## src/rtl/fb_axi_pkg.sv

```systemverilog
// Shared definitions for the framebuffer AXI write responder:
// AXI burst/response codes, the only legal beat size, default geometry
// and the responder FSM state type.
package fb_axi_pkg;

    localparam int unsigned ADDR_W = 32;
    localparam int unsigned DATA_W = 32;
    localparam int unsigned STRB_W = 4;
    localparam int unsigned LEN_W  = 8;

    localparam logic [31:0]  FB_BASE_DEF  = 32'h0000_0000;
    localparam int unsigned  FB_WORDS_DEF = 76800;
    localparam int unsigned  MEM_AW_DEF   = 17;

    localparam logic [1:0] BURST_FIXED = 2'd0;
    localparam logic [1:0] BURST_INCR  = 2'd1;
    localparam logic [1:0] BURST_WRAP  = 2'd2;

    localparam logic [1:0] RESP_OKAY   = 2'b00;
    localparam logic [1:0] RESP_SLVERR = 2'b10;

    localparam logic [2:0] SIZE_WORD   = 3'b010;

    typedef enum logic [1:0] {
        ST_IDLE = 2'd0,
        ST_DATA = 2'd1,
        ST_RESP = 2'd2
    } wr_state_e;

endpackage

```

## src/rtl/fb_wr_addr_gen.sv

```systemverilog
// Per-beat address generator for one write burst.
// Holds the current byte address, advances it on each accepted beat
// (INCR: +4 modulo 2^32, FIXED/other: hold) and derives the SRAM word
// index plus an in-window flag.
// Optional: FB_WR_RANGE_CHECK_EN enables the framebuffer window check.
// Ports:
//   clk, rst        clock, async active-high reset
//   load            latch load_addr/load_burst (AW handshake)
//   load_addr       burst start byte address
//   load_burst      AXI burst type
//   advance         step to the next beat address (W handshake)
//   word_idx_c      SRAM word index of the current beat
//   in_range_c      current beat lies inside the framebuffer window
module fb_wr_addr_gen
    import fb_axi_pkg::*;
#(
    parameter logic [31:0] FB_BASE  = FB_BASE_DEF,
    parameter int unsigned FB_WORDS = FB_WORDS_DEF,
    parameter int unsigned MEM_AW   = MEM_AW_DEF
) (
    input  logic                clk,
    input  logic                rst,
    input  logic                load,
    input  logic [ADDR_W-1:0]   load_addr,
    input  logic [1:0]          load_burst,
    input  logic                advance,
    output logic [MEM_AW-1:0]   word_idx_c,
    output logic                in_range_c
);

    logic [ADDR_W-1:0] addr;
    logic [1:0]        burst;

    // Current beat address; only INCR bursts move.
    always_ff @(posedge clk or posedge rst) begin
        if (rst) begin
            addr  <= '0;
            burst <= BURST_FIXED;
        end else if (load) begin
            addr  <= load_addr;
            burst <= load_burst;
        end else if (advance && (burst == BURST_INCR)) begin
            addr  <= addr + ADDR_W'(4);
        end
    end

`ifdef FB_WR_RANGE_CHECK_EN
    logic [ADDR_W-1:0] offset;
    logic [ADDR_W-1:0] idx;

    // Unsigned offset: addresses below the base wrap to huge indices and fail the check.
    assign offset     = addr - FB_BASE;
    assign idx        = offset >> 2;
    assign in_range_c = (idx < ADDR_W'(FB_WORDS));
    assign word_idx_c = idx[MEM_AW-1:0];
`else
    logic unused_bits;

    assign word_idx_c  = addr[MEM_AW+1:2];
    assign in_range_c  = 1'b1;
    assign unused_bits = ^{addr[ADDR_W-1:MEM_AW+2], addr[1:0], FB_BASE, ADDR_W'(FB_WORDS)};
`endif

endmodule

```

## src/rtl/fb_axi_wr_slave.sv

```systemverilog
// AXI4 write-channel responder terminating the framebuffer write path.
// Accepts one burst at a time, writes each legal beat to the SRAM write
// port one cycle after its W handshake and returns one B per burst.
// Optional: FB_WR_RANGE_CHECK_EN (see fb_wr_addr_gen) suppresses beats
// outside the framebuffer window and flags SLVERR.
// Ports:
//   clk, rst                       clock, async active-high reset
//   fb_aw_*                        write address channel (slave side)
//   fb_w_*                         write data channel (slave side)
//   fb_b_*                         write response channel (slave side)
//   mem_we/addr/wdata/wstrb        SRAM write port (registered)
//   busy                           a burst is in flight
module fb_axi_wr_slave
    import fb_axi_pkg::*;
#(
    parameter logic [31:0] FB_BASE  = FB_BASE_DEF,
    parameter int unsigned FB_WORDS = FB_WORDS_DEF,
    parameter int unsigned MEM_AW   = MEM_AW_DEF
) (
    input  logic                clk,
    input  logic                rst,
    input  logic                fb_aw_valid,
    input  logic [ADDR_W-1:0]   fb_aw_addr,
    input  logic [LEN_W-1:0]    fb_aw_len,
    input  logic [2:0]          fb_aw_size,
    input  logic [1:0]          fb_aw_burst,
    output logic                fb_aw_ready,
    input  logic [DATA_W-1:0]   fb_w_data,
    input  logic [STRB_W-1:0]   fb_w_strb,
    input  logic                fb_w_last,
    input  logic                fb_w_valid,
    output logic                fb_w_ready,
    output logic                fb_b_valid,
    output logic [1:0]          fb_b_resp,
    input  logic                fb_b_ready,
    output logic                mem_we,
    output logic [MEM_AW-1:0]   mem_addr,
    output logic [DATA_W-1:0]   mem_wdata,
    output logic [STRB_W-1:0]   mem_wstrb,
    output logic                busy
);

    wr_state_e          state, state_nxt;
    logic [LEN_W-1:0]   beat_cnt, beat_cnt_nxt;
    logic               err, err_nxt;
    logic               bad_burst, bad_burst_nxt;

    logic               aw_ready_nxt, w_ready_nxt, b_valid_nxt, busy_nxt;
    logic [1:0]         b_resp_nxt;
    logic               mem_we_nxt;
    logic [MEM_AW-1:0]  mem_addr_nxt;
    logic [DATA_W-1:0]  mem_wdata_nxt;
    logic [STRB_W-1:0]  mem_wstrb_nxt;

    logic               ag_load, ag_advance;
    logic [MEM_AW-1:0]  word_idx_c;
    logic               in_range_c;
    logic               last_beat_c;

    fb_wr_addr_gen #(
        .FB_BASE  (FB_BASE),
        .FB_WORDS (FB_WORDS),
        .MEM_AW   (MEM_AW)
    ) u_addr_gen (
        .clk        (clk),
        .rst        (rst),
        .load       (ag_load),
        .load_addr  (fb_aw_addr),
        .load_burst (fb_aw_burst),
        .advance    (ag_advance),
        .word_idx_c (word_idx_c),
        .in_range_c (in_range_c)
    );

    // State, bookkeeping and all registered outputs.
    always_ff @(posedge clk or posedge rst) begin
        if (rst) begin
            state       <= ST_IDLE;
            beat_cnt    <= '0;
            err         <= 1'b0;
            bad_burst   <= 1'b0;
            fb_aw_ready <= 1'b1;
            fb_w_ready  <= 1'b0;
            fb_b_valid  <= 1'b0;
            fb_b_resp   <= RESP_OKAY;
            busy        <= 1'b0;
            mem_we      <= 1'b0;
            mem_addr    <= '0;
            mem_wdata   <= '0;
            mem_wstrb   <= '0;
        end else begin
            state       <= state_nxt;
            beat_cnt    <= beat_cnt_nxt;
            err         <= err_nxt;
            bad_burst   <= bad_burst_nxt;
            fb_aw_ready <= aw_ready_nxt;
            fb_w_ready  <= w_ready_nxt;
            fb_b_valid  <= b_valid_nxt;
            fb_b_resp   <= b_resp_nxt;
            busy        <= busy_nxt;
            mem_we      <= mem_we_nxt;
            mem_addr    <= mem_addr_nxt;
            mem_wdata   <= mem_wdata_nxt;
            mem_wstrb   <= mem_wstrb_nxt;
        end
    end

    assign last_beat_c = (beat_cnt == '0);

    // Next state, beat accounting and SRAM write decision.
    always_comb begin
        state_nxt     = state;
        beat_cnt_nxt  = beat_cnt;
        err_nxt       = err;
        bad_burst_nxt = bad_burst;
        mem_we_nxt    = 1'b0;
        mem_addr_nxt  = mem_addr;
        mem_wdata_nxt = mem_wdata;
        mem_wstrb_nxt = mem_wstrb;
        ag_load       = 1'b0;
        ag_advance    = 1'b0;

        case (state)
            ST_IDLE: begin
                if (fb_aw_valid && fb_aw_ready) begin
                    ag_load       = 1'b1;
                    beat_cnt_nxt  = fb_aw_len;
                    bad_burst_nxt = (fb_aw_size != SIZE_WORD) || (fb_aw_burst == BURST_WRAP);
                    err_nxt       = bad_burst_nxt;
                    state_nxt     = ST_DATA;
                end
            end
            ST_DATA: begin
                if (fb_w_valid && fb_w_ready) begin
                    ag_advance = 1'b1;
                    // The counter ends the burst; w_last is only cross-checked.
                    if (fb_w_last != last_beat_c) begin
                        err_nxt = 1'b1;
                    end
                    if (!bad_burst) begin
                        if (!in_range_c) begin
                            err_nxt = 1'b1;
                        end else if (fb_w_strb != '0) begin
                            mem_we_nxt    = 1'b1;
                            mem_addr_nxt  = word_idx_c;
                            mem_wdata_nxt = fb_w_data;
                            mem_wstrb_nxt = fb_w_strb;
                        end
                    end
                    if (last_beat_c) begin
                        state_nxt = ST_RESP;
                    end else begin
                        beat_cnt_nxt = beat_cnt - LEN_W'(1);
                    end
                end
            end
            ST_RESP: begin
                if (fb_b_valid && fb_b_ready) begin
                    state_nxt = ST_IDLE;
                end
            end
            default: state_nxt = ST_IDLE;
        endcase

        aw_ready_nxt = (state_nxt == ST_IDLE);
        w_ready_nxt  = (state_nxt == ST_DATA);
        b_valid_nxt  = (state_nxt == ST_RESP);
        busy_nxt     = (state_nxt != ST_IDLE);
        b_resp_nxt   = ((state_nxt == ST_RESP) && err_nxt) ? RESP_SLVERR : RESP_OKAY;
    end

endmodule

```

## config.mk

```make
export PLATFORM = sky130hd
export DESIGN_NAME = fb_axi_wr_slave
export DESIGN_NICKNAME = d
export VERILOG_FILES = /design/src/rtl/fb_axi_pkg.sv /design/src/rtl/fb_wr_addr_gen.sv /design/src/rtl/fb_axi_wr_slave.sv
export SDC_FILE = /design/constraint.sdc
export NUM_CORES = 1
export LEC_CHECK = 0
export ABC_CLOCK_PERIOD_IN_PS = 6780
export CORE_MARGIN = 2
export CORE_UTILIZATION = 48
export DETAILED_ROUTE_END_ITERATION = 8
export GPL_TIMING_DRIVEN = 0
export PLACE_DENSITY = 0.85
export SLEW_MARGIN = 20
export SYNTH_ARGS = -nofsm -noshare
export SYNTH_HDL_FRONTEND = slang
export SYNTH_SLANG_ARGS = --single-unit
```

## constraint.sdc

```tcl
create_clock -name clk -period 6.78 [get_ports clk]
set_clock_uncertainty 0.2 [all_clocks]
set_input_delay 0.678 -clock clk [delete_from_list [all_inputs] [get_ports clk]]
set_output_delay 0.678 -clock clk [all_outputs]
set_load 0.005 [all_outputs]
```

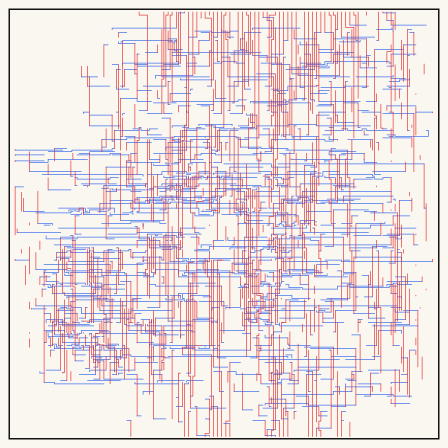
**Above:** metal layers overlaid.
Two of the layers only.
color	layer	wire length
blue	M1	4100 um
red	M2	4830 um
wire per inst: 16.4 um
Routed WL: 9.73 mm

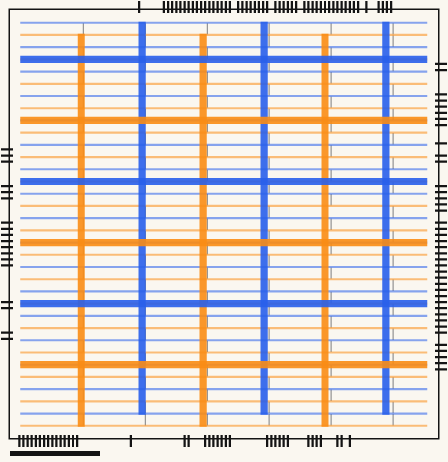
**Above:** floorplan with the power grid.
The bar under the picture is 20 um long. Pins as bars on the die edge. Tap cells in gray.
color	net
blue	VDD
orange	VSS
met5 straps	6
signal pins	147
rows	33

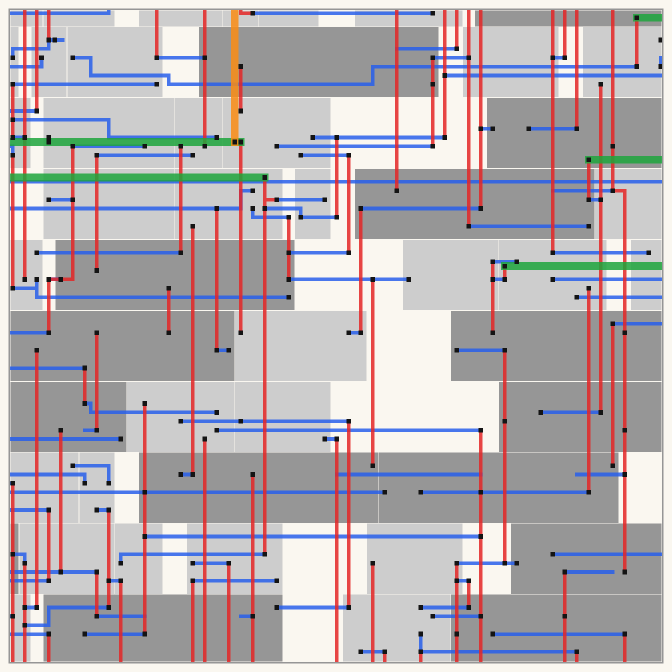
**Above:** a small window of the routed layout.
Region (59, 11) to (84, 36) um. Cells in gray, sequential cells in the stronger gray; small squares are vias.
color	layer
red	M2
orange	M4
blue	M1
green	M3
netlist names of flops here include	`mem_addr` (3), `mem_wdata` (3), `mem_wstrb` (3)
sequential cells in the window	12
cells with their middle in the window	37
most frequent	dfrtp_1 (12), clkdlybuf4s50_1 (9), mux2_2 (6)

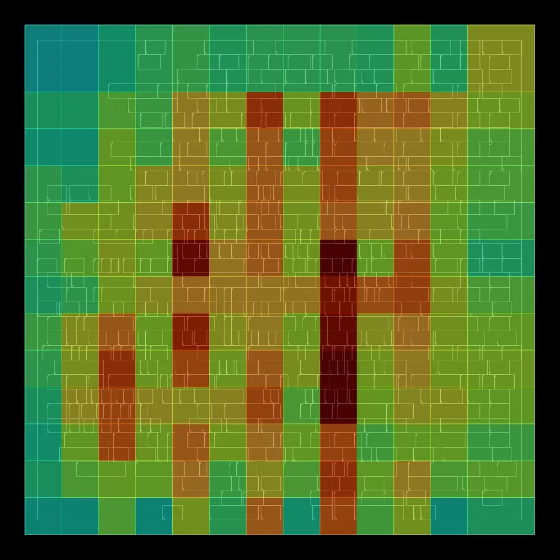
**Above:** congestion heat map.
grt peak-use layer: met2
GRT Total Usage: 21.9%
met2 Usage GRT: 36.9%

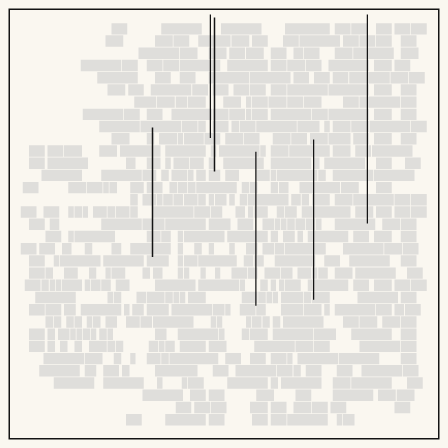
**Above:** signal wires on met4.
Cells faint in the background.
wire length on this layer	205 um
longest straight run	46.2 um
main direction	vertical
nets with wire on the layer	5

[worst paths after layout]
| kind | slack [ps] | startpoint | cells after the start | end |
|---|---|---|---|---|
| worst max-delay path | 3810 | fb_w_valid | 5 | mem_addr[10] |
| worst min-delay path | 310 | mem_addr[15] | 1 | mem_addr[15] |
| worst max register to register | 4110 | state[1] | 4 | mem_addr[10] |
| worst min register to register | 310 | mem_addr[15] | 1 | mem_addr[15] |
| max in group asynchronous | 5190 | rst | 3 | fb_aw_ready |
| min in group asynchronous | 490 | rst | 2 | mem_wdata[5] |
[routing by layer]
layer  GRT usage (%)  wire (um)  vias to the layer above
li1                -          -                     1512
met1            28.5       4100                     1608
met2            36.9       4830                      113
met3            3.56        587                       14
met4            7.85        205                        0
met5               0          0                        -
[per-stage QoR]
step	area (sq um)	util [%]
6_report	5710	70.1
5_1_grt	5710	70.1
4_1_cts	5700	70.1
3_5_place_dp	5470	67.2
3_3_place_gp	5440	66.8
2_1_floorplan	4000	-
[area by class of cell]
class | count | area, sq um | share of cell area [%]
repair buffers | 131 | 1330 | 23.3
flip-flops and latches | 90 | 2250 | 39.5
clock inverters | 6 | 96.3 | 1.69
inverters | 6 | 25.0 | 0.439
well taps | 105 | 131 | 2.30
multi-input cells | 229 | 1660 | 29.1
clock buffers | 10 | 138 | 2.41
plain buffers | 16 | 71.3 | 1.25
[state kept, by name, summed over array words and instances (netlist names), 2 cells and up]
signal,cells
beat_cnt,8
mem_addr,17
mem_wdata,32
mem_wstrb,4
state,2
u_addr_gen.addr,17
u_addr_gen.burst,2
[report_power, final]
group          switching [W]  internal, W  total (W)  leakage (nW)
sequential          0.000173     0.000776   0.000948          1.08
combinational       0.000339     0.000561   0.000899          1.13
clock               0.000198     0.000222   0.000420         0.115
==> flow_metrics.tcl <==
# flow metrics
set metrics [dict create \
    status "completed" \
    path_cells "clkdlybuf4s50_1 > nand4b_4 > nor3_2 > clkbuf_1 > mux2_2" \
    yosys.area_share.simple_pct 15.1 \
    path_buffers 2 \
    layout.cells.non_filler 593 \
    top_cells_by_count "dfrtp_1, mux2_2, nand2_1" \
    grt_pass1_wl_mm 15.2 \
    cts_resized 0 \
    core_area_sq_um 8130 \
    path_delay_family "buffers and inverters" \
    firstDrtPassIters 5 \
    muxShareOfSynthArea_pct 15.9 \
    fp_nets 430 \
    yosys_area_sq_um 4000 \
    die_height_um 95.3 \
    tightest_slew_ps 1030 \
    top_area_cell "dfrtp_1" \
    yosysSeqAreaShare_pct 56.3 \
    netlist_area_sq_um 4000 \
    crit_arrival_ps 3020 \
    rsz0062_at_grt "false" \
    clock_tree.root_cell "clkbuf_8" \
    place_ws_ps 3430 \
    antenna_cells 0 \
    remaining_drc_errors 0 \
    lay_top_cells "clkdlybuf4s50_1, dfrtp_1, mux2_2" \
    dp_cells 577 \
    via_count 3247 \
    drtAntennaViolNets 0 \
    p_per_area_nw_per_um2 397 \
    top_cells_by_area "dfrtp_1, mux2_2, o21ai_0" \
    cts_buffer_depth 2 \
    required_ps 6830 \
    top_logic_kind "multiplexers" \
    top_area_share_pct 55.6 \
    synthCells 341 \
    crit_fanout 10 \
    port_buffers 130 \
    cts_max_level 3 \
    chipArea_sq_um 9080 \
    hold_class "register to register" \
    cts_buffers 9 \
    yosysUniqueCellTypes 50 \
    lay_top_count "clkdlybuf4s50_1" \
    final.setup.worst_slack_ps 3810 \
    ys_seq_elements 90 \
    hold_buffers 0 \
    yosysMostFrequentCell "dfrtp_1" \
    final_hold_viol_count 0 \
]
No activity file was given, so power comes from the tool's default toggle rates.
